[config.mk]
export PLATFORM = sky130hd
export DESIGN_NAME = boot_sequencer
export DESIGN_NICKNAME = d
export VERILOG_FILES = /design/src/rtl/boot_sequencer.sv
export SDC_FILE = /design/constraint.sdc
export NUM_CORES = 1
export LEC_CHECK = 0
export ABC_AREA = 1
export CORE_ASPECT_RATIO = 1.75
export CORE_UTILIZATION = 45
export DETAILED_ROUTE_END_ITERATION = 16
export GPL_TIMING_DRIVEN = 0
export HOLD_SLACK_MARGIN = 0.08
export PLACE_DENSITY = 0.68
export SLEW_MARGIN = 30
export SYNTH_ARGS = -nofsm -noshare
export SYNTH_HDL_FRONTEND = slang
export SYNTH_SLANG_ARGS = --single-unit
[constraint.sdc]
create_clock -name clock -period 3.2 [get_ports clock]
set_input_delay 0.64 -clock clock [delete_from_list [all_inputs] [get_ports clock]]
set_output_delay 0.64 -clock clock [all_outputs]
set_load 0.01 [all_outputs]
[src/rtl/boot_sequencer.sv]
// Boot sequencer: holds the CPU in reset, loads a bootloader image into instruction
// memory word by word, then releases the CPU (or boots the preloaded ROM on timeout).
module boot_sequencer #(
  parameter int          ADDR_W       = 12,
  parameter logic [15:0] MAGIC        = 16'hB007,
  parameter int          BOOT_TIMEOUT = 1000000,
  parameter int          WORD_TIMEOUT = 100000,
  parameter int          RESET_HOLD   = 16
) (
  input  logic              clock,
  input  logic              reset,
  input  logic              word_valid,
  input  logic [31:0]       word_data,
  input  logic [ADDR_W-1:0] word_addr,
  output logic              imem_wEn,
  output logic [ADDR_W-1:0] imem_waddr,
  output logic [31:0]       imem_wdata,
  output logic              cpu_reset,
  output logic              boot_done,
  output logic              boot_error,
  output logic [ADDR_W:0]   word_count,
  output logic [2:0]        state_dbg
);

  // Handshake: word_valid is a one-cycle strobe with no back-pressure; every strobe is
  // consumed in the cycle it is presented, so back-to-back strobes yield back-to-back writes.

  typedef enum logic [2:0] {
    S_WAIT  = 3'd0,
    S_LOAD  = 3'd1,
    S_HOLD  = 3'd2,
    S_RUN   = 3'd3,
    S_ERROR = 3'd4
  } state_t;

  localparam int BT_W = $clog2(BOOT_TIMEOUT + 1);
  localparam int WT_W = $clog2(WORD_TIMEOUT + 1);
  localparam int HT_W = $clog2(RESET_HOLD + 1);
  localparam logic [BT_W-1:0]  BOOT_LAST = BT_W'(BOOT_TIMEOUT - 1);
  localparam logic [WT_W-1:0]  WORD_LAST = WT_W'(WORD_TIMEOUT - 1);
  localparam logic [HT_W-1:0]  HOLD_LAST = HT_W'(RESET_HOLD - 1);
  localparam logic [ADDR_W:0]  MAX_LEN   = {1'b1, {ADDR_W{1'b0}}};
  localparam logic [ADDR_W:0]  LEN_ONE   = (ADDR_W+1)'(1);

  state_t              state;
  logic [BT_W-1:0]     wait_timer;
  logic [WT_W-1:0]     idle_timer;
  logic [HT_W-1:0]     hold_cnt;
  logic [ADDR_W-1:0]   expected;
  logic [ADDR_W:0]     load_len;
  logic [ADDR_W:0]     hdr_len;
  logic                hdr_ok;
  logic                last_word;
  wire                 unused_ok = &{1'b0, word_data};

  assign hdr_len   = word_data[ADDR_W:0];
  assign hdr_ok    = word_valid && (word_data[31:16] == MAGIC) &&
                     (hdr_len != '0) && (hdr_len <= MAX_LEN);
  assign last_word = ({1'b0, expected} == (load_len - LEN_ONE));
  assign state_dbg = state;

  always_ff @(posedge clock) begin
    if (reset) begin
      state      <= S_WAIT;
      wait_timer <= '0;
      idle_timer <= '0;
      hold_cnt   <= '0;
      expected   <= '0;
      load_len   <= '0;
      imem_wEn   <= 1'b0;
      imem_waddr <= '0;
      imem_wdata <= '0;
      cpu_reset  <= 1'b1;
      boot_done  <= 1'b0;
      boot_error <= 1'b0;
      word_count <= '0;
    end else begin
      imem_wEn <= 1'b0;
      case (state)
        S_WAIT: begin
          wait_timer <= wait_timer + BT_W'(1);
          if (hdr_ok) begin
            state      <= S_LOAD;
            load_len   <= hdr_len;
            expected   <= '0;
            word_count <= '0;
            idle_timer <= '0;
          end else if (wait_timer == BOOT_LAST) begin
            state    <= S_HOLD;
            hold_cnt <= '0;
          end
        end
        S_LOAD: begin
          if (word_valid) begin
            idle_timer <= '0;
            if (word_addr == expected) begin
              imem_wEn   <= 1'b1;
              imem_waddr <= expected;
              imem_wdata <= word_data;
              expected   <= expected + ADDR_W'(1);
              if (word_count != MAX_LEN) word_count <= word_count + LEN_ONE;
              // The final write is registered here and lands in the first HOLD cycle.
              if (last_word) begin
                state    <= S_HOLD;
                hold_cnt <= '0;
              end
            end else begin
              state      <= S_ERROR;
              boot_error <= 1'b1;
            end
          end else if (idle_timer == WORD_LAST) begin
            state      <= S_ERROR;
            boot_error <= 1'b1;
          end else begin
            idle_timer <= idle_timer + WT_W'(1);
          end
        end
        S_HOLD: begin
          if (hold_cnt == HOLD_LAST) begin
            state     <= S_RUN;
            cpu_reset <= 1'b0;
            boot_done <= 1'b1;
          end else begin
            hold_cnt <= hold_cnt + HT_W'(1);
          end
        end
        S_RUN: begin
          if (hdr_ok) begin
            state      <= S_LOAD;
            load_len   <= hdr_len;
            expected   <= '0;
            word_count <= '0;
            idle_timer <= '0;
            cpu_reset  <= 1'b1;
            boot_done  <= 1'b0;
          end
        end
        S_ERROR: begin
          cpu_reset  <= 1'b1;
          boot_error <= 1'b1;
        end
        default: state <= S_WAIT;
      endcase
    end
  end

endmodule

congestion_map.png
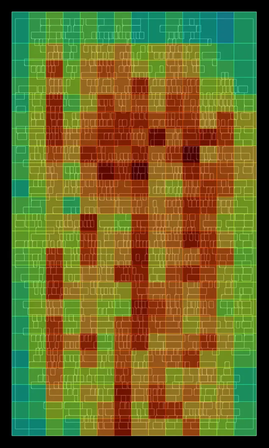
busiest grt layer: met2
grt met3 use: 0.0455

util_map.png
The die is cut into 10 by 17 equal tiles; black is low, pale yellow is high, 0 to 100% covered.
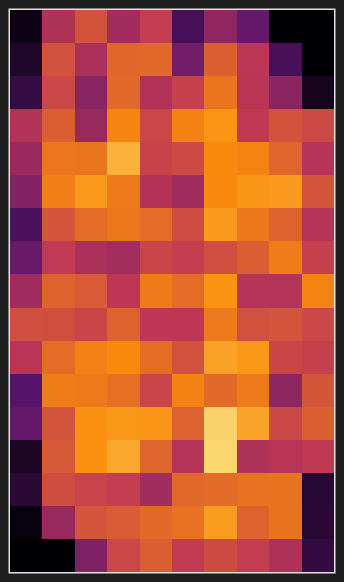
mean over tiles: 54%
nearly empty tiles: 2.9%
tiles over 75% full: 11%

ff_map.png
Other sequential cells in the stronger grey, the rest of the logic in the fainter grey.
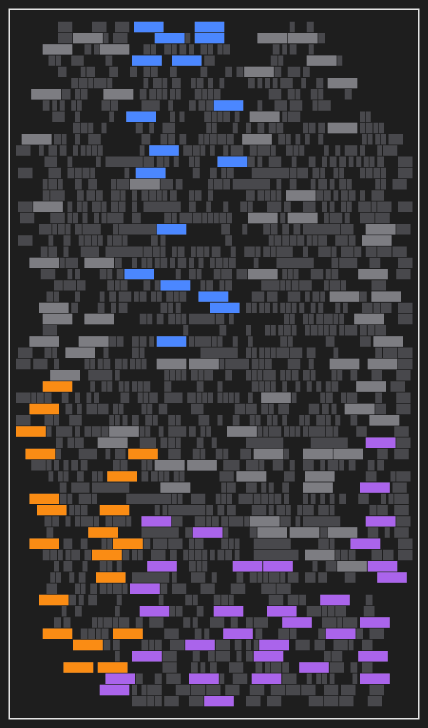
legend:
  `idle_timer`:
    colour: blue
    sequential_cells: 17
    where: top middle
  `wait_timer`:
    colour: orange
    sequential_cells: 20
  `imem_wdata`:
    colour: purple
    sequential_cells: 32
not coloured: 62

sizing.png
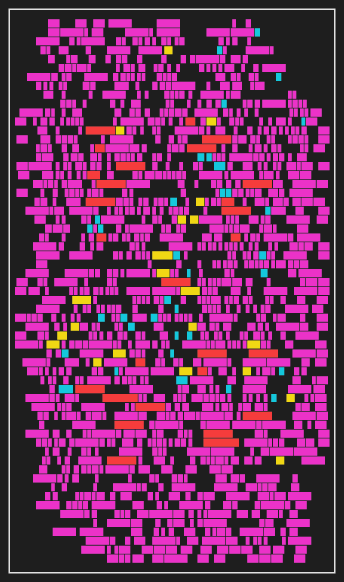
legend:
  x3 and x4:
    colour: yellow
    cells: 21
  x1 and smaller:
    colour: magenta
    cells: 1159
  x6 and larger:
    colour: red
    cells: 27
  x2:
    colour: cyan
    cells: 35

class_map.png
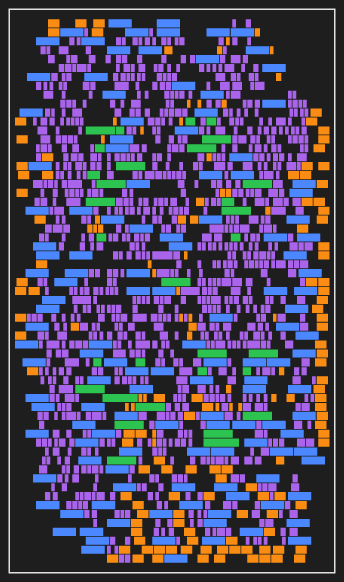
legend:
  sequential cells:
    colour: blue
    cells: 131
    share_of_their_area: 29%
  clock drivers and dummy loads:
    colour: green
    cells: 31
    share_of_their_area: 6.5%
  remaining buffers and delay cells:
    colour: orange
    cells: 158
    share_of_their_area: 15%
  remaining logic cells:
    colour: purple
    cells: 922
    share_of_their_area: 50%

==> results.yml <==
# implementation run metrics
sta:
  setup_viol: 0
  hold_violations: 0
  rsz0062_at_grt: "false"
  maxSlewHeadroom: 0.552
  tightest_slew_ns: 0.667
  drv_slew: 0
  min_period_ns: 2.65
  fmax_mhz: 377
  fin_crit_sh: 0.829
setup_path:
  r2r_end: "imem_wdata[12]$_SDFFE_PP0P_"
  path_max_fanout: 10
  cp.depth: 10
  path_buffers: 4
  crit_start: "word_valid"
  critPathLaunchType: "input port"
  slowest_delay_ns: 0.68
  ff2ff_path_depth: 9
min_path:
  hold_path_end: "imem_wdata[20]$_SDFFE_PP0P_"
  holdPathStages: 2
synthesis:
  synthFlopType: "dfxtp_1"
  fp_nets: 1156
  ys.flops: 131
  synthDistinctLibCells: 38
  post-synth-top-count-cell: "nand2_1"
  syn_area_sq_um: 7380
  top_area_cell: "dfxtp_1"
  ys_seq_frac: 0.355
  synth_cells: 1101
  syn-mean-instance-area_sq_um: 6.70
  yosys_cells: 1101
  edf_count: 0
clock_tree:
  clockBufferDepth: 2
  cts_tree: "done"
  root_buffer: "clkbuf_16"
  cts_hold_buf: 0
  clock_sinks: 131
final_layout:
  nFillCells: 1581
  final_cell_mix: "190 x nand2_1, 147 x nor2_1, 131 x dfxtp_1"
  final_area_sq_um: 9310
  layout.nets: 1285
  layout-drive-gt1-share: 0.0668
  mi_logic_area_sq_um: 4020
  fin_util: 0.583
  layout_top_cell: "nand2_1"
  regMostFlops: "imem_wdata"
  largestRegisters: "imem_wdata: 32 flops, wait_timer: 20 flops, idle_timer: 17 flops"
  flop_area_sq_um: 2620
  largest_register_ffs: 32
grt:
  grt_antenna_before_repair: 0
  track_usage: 0.280
  grt.overflow.total: 0
  grt_pass1_wl_microns: 36800
power:
  total_power_w: 0.00522
  p_comb_w: 0.00146
  p_seq_frac: 0.339
  maxPowerGroup: "clock"
  leakage_nw: 3.46
  cellInternalPower_w: 0.00331
  swShare: 0.366
  ir_drop_v: 0.000380
  powerDensity_nw_per_um2: 561
  switchingPower_w: 0.00191
placement:
  numPortBuffers: 110
  dpl_cell_area_sq_um: 8710
  dp.final_hpwl_microns: 17300
  place_congestion: 0.953
route:
  wl_met1_microns: 8660
  routed_wl_microns: 22900
  first_pass_iters: 7
  dr_total_vias: 7712
  drt-vias-per-instance: 5.39
outcome:
  status: "finished, final reports clean"
die:
  rows: 61
  die_w_microns: 98.8
  chipArea_sq_um: 16900
  ios: 111
[area by class of cell]
class | instances | area share
multi-input combinational | 788 | 0.432
buffer | 48 | 0.0246
inverter | 134 | 0.0540
clock inverter | 14 | 0.0179
sequential | 131 | 0.282
tap | 189 | 0.0254
timing repair buffer | 110 | 0.118
clock buffer | 17 | 0.0457
[through the flow]
step	hold WS, ns	std cells
after floorplan	0.437	1101
after global placement	0.431	1400
after detailed placement	0.435	1400
after CTS	0.446	1431
after global routing	0.465	1431
final	0.444	1431
[logic make-up after synthesis]
kind of cell / after synthesis / synth area share
and+or+nand+nor: 535 / 0.327
AOI/OAI and AO/OA: 203 / 0.155
buffers and inverters: 182 / 0.0992
DFF: 131 / 0.355
xor gates and xnor gates: 42 / 0.0499
adders and majority gates: 8 / 0.0136
Power is estimated from default activity; no workload was simulated.
